===== src/rtl/fifo_pkg.sv =====
// Shared FIFO definitions: read-stream buffer depth, occupancy type and default word width.
package fifo_pkg;

  localparam int unsigned FIFO_RD_STREAM_DEPTH = 3;
  localparam int unsigned FIFO_OCC_WIDTH       = 2;
  localparam int unsigned FIFO_DEFAULT_WIDTH   = 8;

  typedef logic [FIFO_OCC_WIDTH-1:0] occ_t;

  // Circular index increment over the FIFO_RD_STREAM_DEPTH entries.
  function automatic occ_t idx_inc(input occ_t idx);
    return (idx == occ_t'(FIFO_RD_STREAM_DEPTH - 1)) ? occ_t'(0) : idx + occ_t'(1);
  endfunction

endpackage


===== src/rtl/fifo_rd_skid_buf.sv =====
// Three-entry register buffer with head/tail indices; push at tail, pop from head.
module fifo_rd_skid_buf
  import fifo_pkg::*;
#(
  parameter int unsigned WIDTH = FIFO_DEFAULT_WIDTH
) (
  input  logic             clk_i,
  input  logic             rst_i,
  input  logic             push_i,
  input  logic [WIDTH-1:0] push_data_i,
  input  logic             pop_i,
  output logic [WIDTH-1:0] head_data_o,
  output occ_t             count_o
);

  logic [WIDTH-1:0] mem_q [FIFO_RD_STREAM_DEPTH];
  logic [WIDTH-1:0] mem_d [FIFO_RD_STREAM_DEPTH];
  occ_t             head_q, head_d;
  occ_t             tail_q, tail_d;
  occ_t             count_q, count_d;
  logic             pop_ok;

  assign pop_ok = pop_i && (count_q != occ_t'(0));

  always_comb begin
    mem_d   = mem_q;
    head_d  = head_q;
    tail_d  = tail_q;
    count_d = count_q + occ_t'(push_i) - occ_t'(pop_ok);
    if (push_i) begin
      for (int unsigned i = 0; i < FIFO_RD_STREAM_DEPTH; i++) begin
        if (tail_q == occ_t'(i)) begin
          mem_d[i] = push_data_i;
        end
      end
      tail_d = idx_inc(tail_q);
    end
    if (pop_ok) begin
      head_d = idx_inc(head_q);
    end
  end

  always_ff @(posedge clk_i or posedge rst_i) begin
    if (rst_i) begin
      for (int unsigned i = 0; i < FIFO_RD_STREAM_DEPTH; i++) begin
        mem_q[i] <= '0;
      end
      head_q  <= '0;
      tail_q  <= '0;
      count_q <= '0;
    end else begin
      for (int unsigned i = 0; i < FIFO_RD_STREAM_DEPTH; i++) begin
        mem_q[i] <= mem_d[i];
      end
      head_q  <= head_d;
      tail_q  <= tail_d;
      count_q <= count_d;
    end
  end

  always_comb begin
    head_data_o = '0;
    for (int unsigned i = 0; i < FIFO_RD_STREAM_DEPTH; i++) begin
      if (head_q == occ_t'(i)) begin
        head_data_o = mem_q[i];
      end
    end
  end

  assign count_o = count_q;

endmodule


===== src/rtl/fifo_rd_stream.sv =====
// FIFO read-port to valid/ready stream adapter with a 3-word local buffer.
// Optional delivered-word counter enabled by defining FIFO_RD_STREAM_STATS_EN.
module fifo_rd_stream
  import fifo_pkg::*;
#(
  parameter int unsigned WIDTH     = FIFO_DEFAULT_WIDTH,
  parameter int unsigned CNT_WIDTH = 16
) (
  input  logic                 rd_clk,
  input  logic                 rd_rst,
  input  logic                 fifo_empty,
  input  logic [WIDTH-1:0]     fifo_data,
  output logic                 fifo_rd_en,
  output logic                 m_valid,
  output logic [WIDTH-1:0]     m_data,
  input  logic                 m_ready
`ifdef FIFO_RD_STREAM_STATS_EN
  ,
  output logic [CNT_WIDTH-1:0] word_count
`endif
);

  if (CNT_WIDTH == 0) begin : g_cnt_width_check
    $error("CNT_WIDTH must be non-zero");
  end

  logic       inflight_q, inflight_d;
  occ_t       held;
  logic [2:0] pending;
  logic       pop;

  // Issue depends only on registered occupancy and fifo_empty, never on m_ready, so a
  // word already in flight always has a free slot to land in.
  assign pending    = {1'b0, held} + {2'b00, inflight_q};
  assign fifo_rd_en = !fifo_empty && (pending <= 3'd2) && !rd_rst;
  assign inflight_d = fifo_rd_en;

  assign m_valid = (held != occ_t'(0));
  assign pop     = m_valid && m_ready;

  always_ff @(posedge rd_clk or posedge rd_rst) begin
    if (rd_rst) begin
      inflight_q <= 1'b0;
    end else begin
      inflight_q <= inflight_d;
    end
  end

  fifo_rd_skid_buf #(
    .WIDTH(WIDTH)
  ) u_skid_buf (
    .clk_i      (rd_clk),
    .rst_i      (rd_rst),
    .push_i     (inflight_q),
    .push_data_i(fifo_data),
    .pop_i      (pop),
    .head_data_o(m_data),
    .count_o    (held)
  );

`ifdef FIFO_RD_STREAM_STATS_EN
  logic [CNT_WIDTH-1:0] word_count_q, word_count_d;

  always_comb begin
    word_count_d = word_count_q;
    if (pop) begin
      word_count_d = word_count_q + {{(CNT_WIDTH-1){1'b0}}, 1'b1};
    end
  end

  always_ff @(posedge rd_clk or posedge rd_rst) begin
    if (rd_rst) begin
      word_count_q <= '0;
    end else begin
      word_count_q <= word_count_d;
    end
  end

  assign word_count = word_count_q;
`endif

endmodule


===== config.mk =====
export PLATFORM = sky130hd
export DESIGN_NAME = fifo_rd_stream
export DESIGN_NICKNAME = d
export VERILOG_FILES = /design/src/rtl/fifo_pkg.sv /design/src/rtl/fifo_rd_skid_buf.sv /design/src/rtl/fifo_rd_stream.sv
export SDC_FILE = /design/constraint.sdc
export NUM_CORES = 1
export LEC_CHECK = 0
export ABC_AREA = 1
export CORE_MARGIN = 5
export CORE_UTILIZATION = 48
export CTS_CLUSTER_DIAMETER = 80
export DETAILED_ROUTE_END_ITERATION = 7
export PLACE_DENSITY = 0.72
export SYNTH_ARGS = -nofsm -noshare
export SYNTH_HDL_FRONTEND = slang
export SYNTH_SLANG_ARGS = --single-unit

===== constraint.sdc =====
create_clock -name rd_clk -period 2.37 [get_ports rd_clk]
set_clock_uncertainty 0.15 [all_clocks]
set_input_delay 0.711 -clock rd_clk [delete_from_list [all_inputs] [get_ports rd_clk]]
set_output_delay 0.711 -clock rd_clk [all_outputs]
set_load 0.02 [all_outputs]

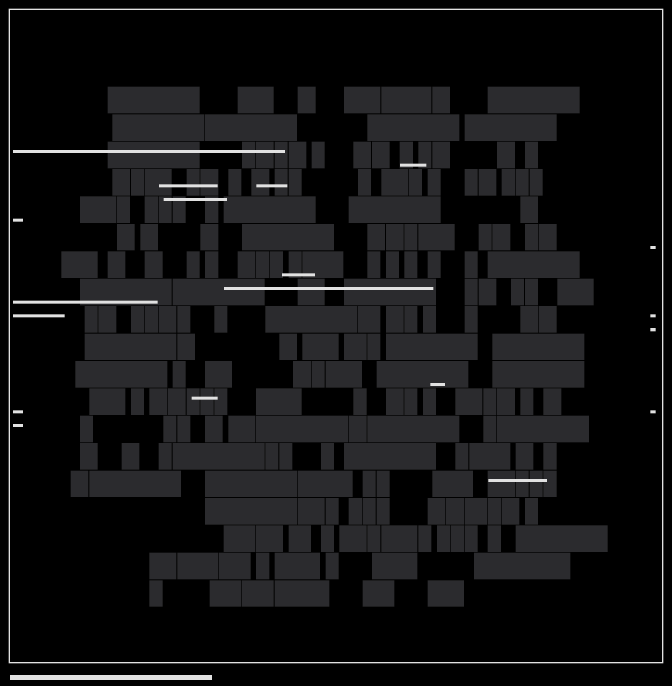
Figure 1: run 1, met3 routing.
Bar = 20 um.
longest straight run = 26.7 um
share of all routed wire = 3.2%
via count: 1234
met3 usage: 0.05009

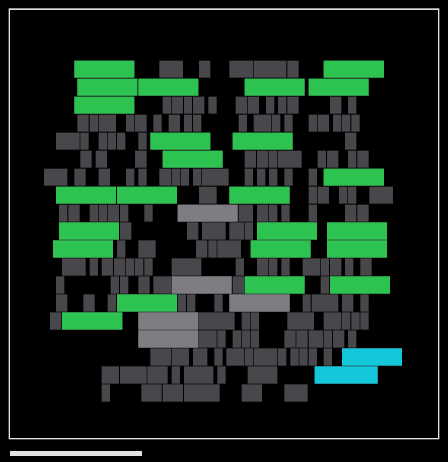
Figure 2: run 1, register map, names as in the netlist.
Bar = 20 um. Other sequential cells in the stronger grey, the rest of the logic in the fainter grey.
green -> u_skid_buf.mem_q  # placed flops 24
cyan -> u_skid_buf.head_q  # placed flops 2
Post-Route Utilization: 0.6316
flop share of the area: 0.4386
Reg area: 777.0 sq um

==> flow_summary.ini, run 1 <==
; synthesis and place-and-route metrics
[yosys]
ys_area_sq_um = 1436
synth_cells = 175
yosysCellCount = 175
fp_nets = 192
ys_top_cells_by_area = dfrtp_1 (54%), nand2_1 (18%), nand3_1 (6.6%), o21ai_1 (5.6%), inv_1 (5.5%)
ys_sh_simple = 0.2848
aoi_share = 0.06620
largest_area_cell = dfrtp_1
ys_ff = 31
top_area_frac = 0.5401
synth_adder_area_share = 0.04355
synth-seq-area-share = 0.5401

[final_timing]
setup_viol = 1
grt_setup_unrepaired = yes
period_minus_slack_ns = 2.402
relSlewSlack = 0.7380
setup_slack_ns = -0.03188
hold_ws_ns = 0.3292
slew_violations = 0
hold_viol = 0
fmax_mhz = 416.3
finalSetupTns_ns = -0.03188

[clocking]
cts-root-buf = clkbuf_4
numCtsBuffers = 5
clock_latency_ns = 0.32
cts_buffer_depth = 2
cts-resized-gates = 37
postCtsSetupBuffers = 0
cts_hold_buffers = 0
tritoncts = done
cts_max_level = 2

[cells_and_area]
flop-count = 31
comb_area_share = 0.3305
nNonClkBuffers = 29
final-clk-cell-share = 0.03178
diodes = 0
dominant-cell-class = registers
final_cells = 239
top_register = u_skid_buf.mem_q
multi_input_comb_cells = 120
syn_to_final_growth_pct = 23.34
buffer_area_frac = 0.1328
fillers = 265
clkbuf_count = 6
lay_top_cells = nand2_1 (68), dfrtp_1 (30), inv_1 (21), nand3_1 (19), o21ai_1 (16)
largest_register_ffs = 24
drive_gt1_frac = 0.1731
lay_top_count = nand2_1

[worst_hold_path]
whs_path_depth = 2
hp-class = flip-flop to flip-flop
hold_end = u_skid_buf.mem_q[17]
min_from = u_skid_buf.mem_q[17]

[drt]
first_pass_iters = 4
routed.top_layer = met4
dr_wl_met3_um = 97
wl_met1_mm = 1.305
drtIter0Drc = 76
met2_length_mm = 1.627
ant_nets = 0

[power]
p_comb_frac = 0.478
swShare = 0.4298
switchingPower_w = 0.001037
pwr-share-clk = 0.126
seqPwrFrac = 0.396
internal_power_w = 0.001376

[grt]
grt_pass1_vias = 1267
grt_max_degree = 32
grtUsageMet1 = 0.1880
grt_pass1_wl_mm = 5.319

[placed_design]
hpwl_mm = 2.151
gp_congestion = 0.7386
dp_cells = 231
io_buffers = 21

[worst_setup_path]
arrival_ns = 1.54
cp_max_fo = 2
required_ns = 1.51
r2r_setup_slack_ns = 0.60
r2r_cells = 11
r2r_start = u_skid_buf.count_o[1]
reg2reg_to = u_skid_buf.count_o[1]
startpoint = u_skid_buf.count_o[0]
worstSetupPathType = flip-flop to primary output

[status]
violations = negative setup slack
status = finished with violations

[die]
die_w_um = 64.71
n_tap_cell = 31
die_area_sq_um = 4187
dieHeight_um = 64.71
fp_util = 0.5120
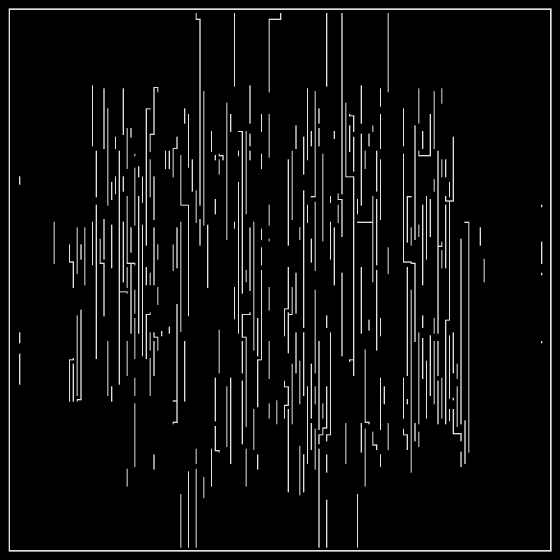
Figure 3: run 1, met2 routing.
share of all routed wire = 53%
nets with wire on the layer = 186
longest straight run = 27.9 um
main direction = vertical
wire length on this layer = 1630 um
met2 Track Usage GR: 0.2899
final wirelength: 3.052 mm

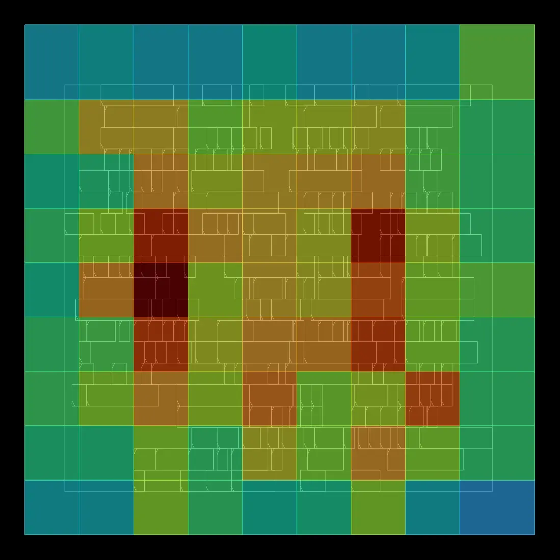
Figure 4: run 1, track usage over the die.
Total Routing Usage GR: 0.1647
busiest layer in global routing: met2
drt wl/cell: 12.77 um

==> run 1: synthesized netlist by cell type (all sizes together) <==
cell type / n
ha: 5
buf: 3
or2: 1
a21oi: 1
nor2: 5
o21ai: 18
dfrtp: 31
nand2: 69
nand3: 21
inv: 21
==> run 1: power groups by stage <==
stage / sequential (W) / combinational [W] / clock, W
after floorplan: 0.000922 / 0.000743 / 0
after global placement: 0.000940 / 0.00120 / 0
after detailed placement: 0.000959 / 0.00125 / 0
after CTS: 0.000952 / 0.00123 / 0.000315
after global routing: 0.000988 / 0.00131 / 0.000341
final: 0.000956 / 0.00115 / 0.000303
==> run 1: critical path: stages (launching register included) <==
cell	delay (ns)
dfrtp_1	0.39
ha_2	0.19
ha_2	0.17
nor2_2	0.10
nand2_1	0.07
a21oi_2	0.17
buf_6	0.14
==> inputs of run 2 (changes only) <==
--- a/config.mk
+++ b/config.mk
@@ -10,2 +10,3 @@
 export CORE_UTILIZATION = 48
+export CTS_BUF_LIST = sky130_fd_sc_hd__clkbuf_16
 export CTS_CLUSTER_DIAMETER = 80
@@ -13,2 +14,3 @@
 export PLACE_DENSITY = 0.72
+export RECOVER_POWER = 100
 export SYNTH_ARGS = -nofsm -noshare
==> constraint.sdc (replaced) <==
create_clock -name rd_clk -period 2.37 [get_ports rd_clk]
set_clock_uncertainty 0.15 [all_clocks]
set_input_delay 0.474 -clock rd_clk [delete_from_list [all_inputs] [get_ports rd_clk]]
set_output_delay 0.474 -clock rd_clk [all_outputs]
set_load 0.02 [all_outputs]
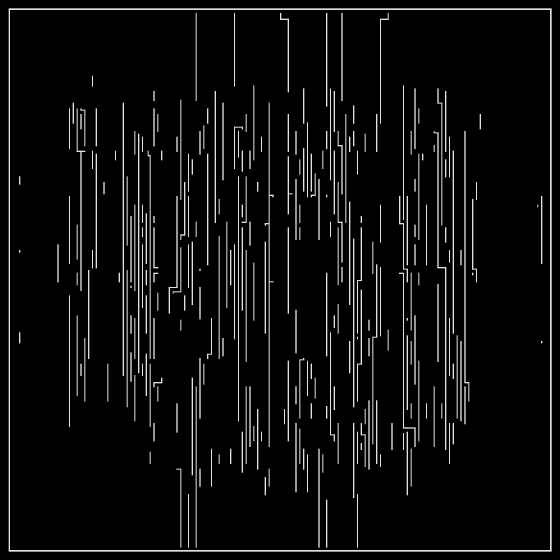
Figure 5: run 2, met2 routing.
longest straight run = 41.1 um
wire length on this layer = 1610 um
nets with wire on the layer = 180
share of all routed wire = 52%
main direction = vertical
met2 Track Usage GR: 0.3065
final wirelength: 3.123 mm

==> flow_summary.ini, run 2 <==
; synthesis and place-and-route metrics
[worst_setup_path]
crit_path_cell_trace = ha_1, ha_1, nor2_1, nand2_1, a21oi_1, clkbuf_1
r2r_start = u_skid_buf.tail_q[1]
worstSetupPathType = flip-flop to primary output
crit_buf_inv = 1
cp_max_fo = 2
r2r_setup_slack_ns = 0.65
cpMostUsedCell = ha_1
cpPeakStageDelay_ns = 0.37

[final_timing]
hold_ws_ns = 0.3201
fmax_mhz = 446.3
setup_slack_ns = 0.1293
grt_setup_unrepaired = no
slew_violations = 0
setup_viol = 0

[drt]
drtIter0Drc = 72
ant_nets = 0
routed.top_layer = met4
wl_met1_mm = 1.343
routed-via-count = 1228
met2_length_mm = 1.609

[yosys]
synth_cells = 175
top_area_frac = 0.5401
synth-seq-area-share = 0.5401
common_cells = nand2_1 (68), dfrtp_1 (31), inv_1 (21), nand3_1 (19), o21ai_1 (16)
fp_nets = 192
ys_area_sq_um = 1436
ys_top_cells_by_area = dfrtp_1 (54%), nand2_1 (18%), nand3_1 (6.6%), o21ai_1 (5.6%), inv_1 (5.5%)

[placed_design]
dp_cells = 228
io_buffers = 21
gp_congestion = 0.6786

[clocking]
cts-root-buf = clkbuf_16
numCtsBuffers = 5

[die]
fp_util = 0.5120
die_w_um = 64.71

[power]
pg_clk_w = 0.000586
switchingPower_w = 0.001032
internal_power_w = 0.001574
p_comb_w = 0.00107
pwr-share-clk = 0.225
p_comb_frac = 0.410

[grt]
busiest_layer = met2
grt_pass1_wl_mm = 5.430

[worst_hold_path]
min_from = u_skid_buf.mem_q[18]
whs_path_depth = 2

[cells_and_area]
lay_top_count = nand2_1
lay_top_cells = nand2_1 (69), dfrtp_1 (31), inv_1 (23), nand3_1 (21), o21ai_0 (16)
drive_gt1_frac = 0.06341

[status]
status = finished clean
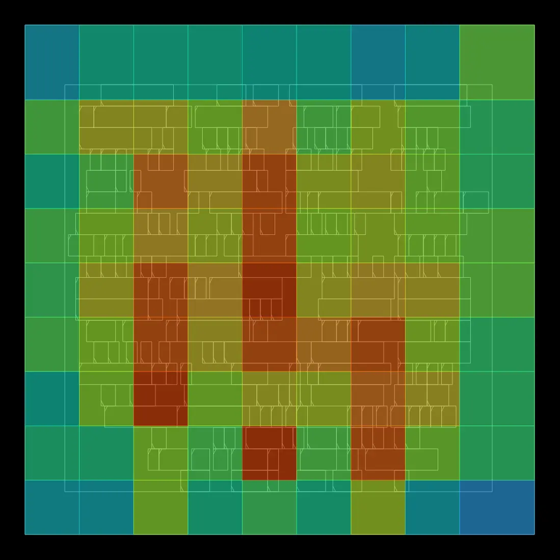
Figure 6: run 2, track usage over the die.
GRT met1 Usage: 0.1865
Total Routing Usage GR: 0.1719
met3 usage: 0.06218
drt wl/cell: 13.23 um
Post-Route Utilization: 0.6441

==> run 2: cell counts after synthesis <==
Identical to the previous run, type by type.
==> run 2: final cells by class <==
| type | instances | area [sq um] |
|---|---|---|
| well taps | 31 | 38.79 |
| multi-input cells | 120 | 556.8 |
| clock inverters | 3 | 12.51 |
| clock buffers | 5 | 125.1 |
| repair buffers | 25 | 219.0 |
| flip-flops and latches | 31 | 775.7 |
| fillers | 251 | 998.5 |
| inverters | 21 | 78.83 |
==> run 2: cell families after synthesis <==
kind of cell	share of synthesized area
fa+ha+maj	0.04355
buf+inv	0.06533
flops	0.5401
compound gates	0.06620
simple gates	0.2848
==> run 2: timing repair <==
| action | in CTS | in global routing |
|---|---|---|
| setup endpoints to repair | 9 | 1 |
| hold buffers | 0 | 0 |
| resized | 10 | 2 |
Power and IR drop assume default switching activity.
